**Clock nets**

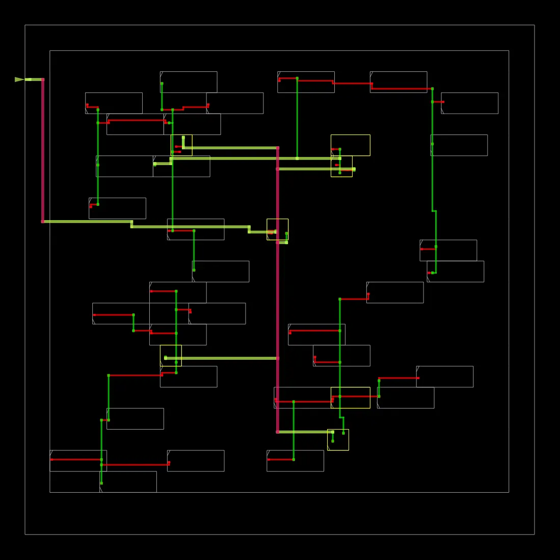
**I/O nets highlighted**

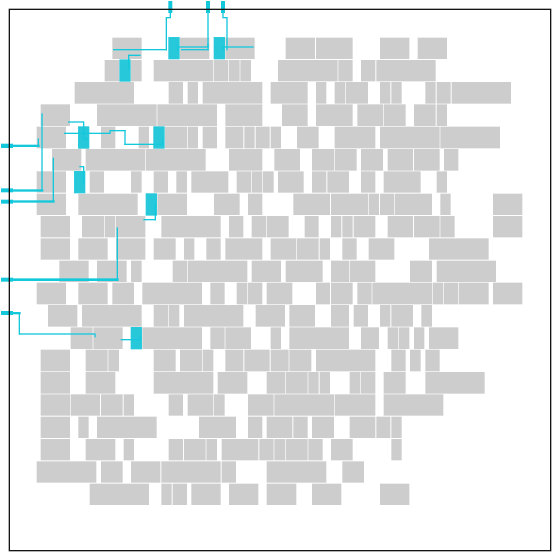
**Selected gate families**

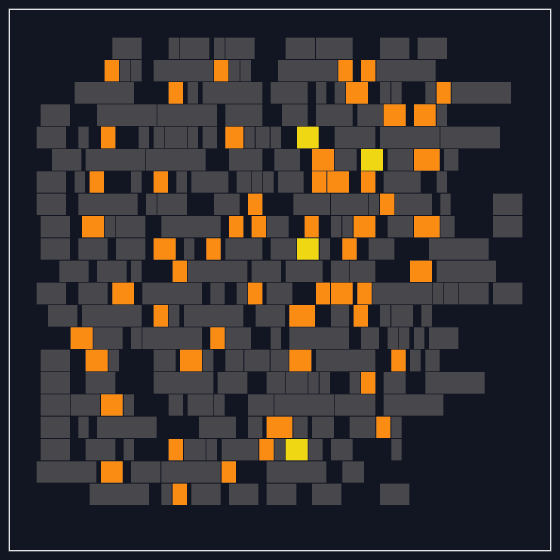
**Routed metal, one color a layer**

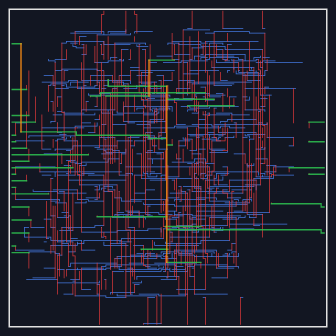
`config.mk`:
```
export PLATFORM = sky130hd
export DESIGN_NAME = general_multiplier
export DESIGN_NICKNAME = d
export VERILOG_FILES = /design/src/rtl/general_multiplier.sv
export SDC_FILE = /design/constraint.sdc
export NUM_CORES = 1
export LEC_CHECK = 0
export CORE_MARGIN = 3
export CORE_UTILIZATION = 51
export CTS_CLUSTER_DIAMETER = 60
export CTS_CLUSTER_SIZE = 40
export DETAILED_ROUTE_END_ITERATION = 16
export PLACE_DENSITY = 0.8
export SYNTH_ARGS = -nofsm -noshare
export SYNTH_HDL_FRONTEND = slang
export SYNTH_SLANG_ARGS = --single-unit
```
`constraint.sdc`:
```
create_clock -name clk -period 2.9 [get_ports clk]
set_input_delay 0.58 -clock clk [delete_from_list [all_inputs] [get_ports clk]]
set_output_delay 0.58 -clock clk [all_outputs]
set_load 0.01 [all_outputs]
```
`src/rtl/general_multiplier.sv`:
```
// Sequential signed 8x8 radix-2 Booth multiplier.
// Exposes the FSM state and the raw {A,Q,Q-1} register.
module general_multiplier (
  input  logic        clk,
  input  logic        rst,
  input  logic [7:0]  DP_B,
  input  logic [7:0]  DP_Q,
  output logic [2:0]  ready,
  output logic [16:0] Producto
);

  typedef enum logic [2:0] {
    INIT  = 3'b000,
    EVAL  = 3'b001,
    SHIFT = 3'b010,
    CHECK = 3'b011,
    DONE  = 3'b100
  } state_e;

  state_e     state_q, state_d;
  logic [7:0] a_q, a_d;
  logic [7:0] m_q, m_d;
  logic [7:0] q_q, q_d;
  logic       qm1_q, qm1_d;
  logic [3:0] cnt_q, cnt_d;

  always_ff @(posedge clk) begin
    if (rst) begin
      state_q <= INIT;
      a_q     <= 8'h00;
      m_q     <= 8'h00;
      q_q     <= 8'h00;
      qm1_q   <= 1'b0;
      cnt_q   <= 4'd8;
    end else begin
      state_q <= state_d;
      a_q     <= a_d;
      m_q     <= m_d;
      q_q     <= q_d;
      qm1_q   <= qm1_d;
      cnt_q   <= cnt_d;
    end
  end

  always_comb begin
    state_d = state_q;
    a_d     = a_q;
    m_d     = m_q;
    q_d     = q_q;
    qm1_d   = qm1_q;
    cnt_d   = cnt_q;
    unique case (state_q)
      INIT: begin
        a_d     = 8'h00;
        m_d     = DP_B;
        q_d     = DP_Q;
        qm1_d   = 1'b0;
        cnt_d   = 4'd8;
        state_d = EVAL;
      end
      EVAL: begin
        unique case ({q_q[0], qm1_q})
          2'b10:   a_d = a_q - m_q;
          2'b01:   a_d = a_q + m_q;
          default: a_d = a_q;
        endcase
        state_d = SHIFT;
      end
      SHIFT: begin
        // arithmetic shift: A[7] refills the top
        {a_d, q_d, qm1_d} = {a_q[7], a_q, q_q};
        cnt_d   = cnt_q - 4'd1;
        state_d = CHECK;
      end
      CHECK: begin
        state_d = (cnt_q == 4'd0) ? DONE : EVAL;
      end
      DONE: begin
        state_d = DONE;
      end
      default: begin
        state_d = INIT;
      end
    endcase
  end

  assign ready    = state_q;
  assign Producto = {a_q, q_q, qm1_q};

endmodule

```
==> results.json <==
{
  "run_status": "finished clean",
  "reg2reg_depth": 9,
  "ir_drop_mv": 0.265,
  "ys_sh_simple_pct": 18.8,
  "seq_share_pct": 28.2,
  "hold_viol_final": 0,
  "stdcell_area_sq_um": 2270,
  "comb_power_share_pct": 35.0,
  "grt_max_degree": 23,
  "clkPwrFrac_pct": 22.6,
  "buffers": 40,
  "yosys.area.top_type": "dfxtp_1",
  "clkTransAtPathRegs_ps": 110,
  "ys_ff": 32,
  "total_power_mw": 1.28,
  "top_cell_area_share_pct": 35.0,
  "warnings": 28,
  "swShare_pct": 33.4,
  "top_cell": "dfxtp_1",
  "die.size.y_um": 65.9,
  "grt_pass1_vias": 1565,
  "hold_path_class": "register to register",
  "grt_use_met3_pct": 6.63,
  "topCellsByArea": "dfxtp_1 35%, ha_1 8.2%, a21oi_1 6.3%",
  "cp_data_arrival_time_ps": 2690,
  "power_density_nw_per_um2": 562,
  "holdPathStages": 2,
  "rows": 21,
  "placed_cell_area_sq_um": 2210,
  "wl_met1_um": 1830,
  "worstSetupEndpoint": "a_q[4]",
  "reg2reg_from": "q_q[0]",
  "layout.area.comb_sq_um": 1080,
  "edf_count": 0,
  "antenna_found_initial": 0,
  "cts_tree": "done",
  "num_vias": 1668,
  "r2r_end": "a_q[4]",
  "combinationalPower_mw": 0.447,
  "dp_hpwl_um": 2920,
  "cts_root_buf": "clkbuf_4",
  "grt_setup_unrepaired": "no",
  "critPathKind": "register to register",
  "clock_latency_ps": 340
}
About 'clock nets':
clock-net power: 0.289 mW
flip-flops: 32
Clock Skews: 13.0 ps
clkbuf count: 7

About 'I/O nets highlighted':
DP_B: shown in cyan, bits 8, direction input, edge 5 west, 3 north, end cells 8, wire 122 um.
IO buf count: 37
io pins: 38

About 'selected gate families':
non-inverting ao/oa cells: shown in yellow, cells 4. aoi and oai cells: shown in orange, cells 54, most used a21oi_1.
Final Non-Filler Cells: 302
logic share of the area: 47.8%
most common logic cell in the routed design: clkdlybuf4s50_1

About 'routed metal, one color a layer':
M2: shown in red, wire length 1880 um. M4: shown in orange, wire length 62.6 um. M1: shown in blue, wire length 1830 um. M3: shown in green, wire length 277 um.

Power and IR drop assume default switching activity.
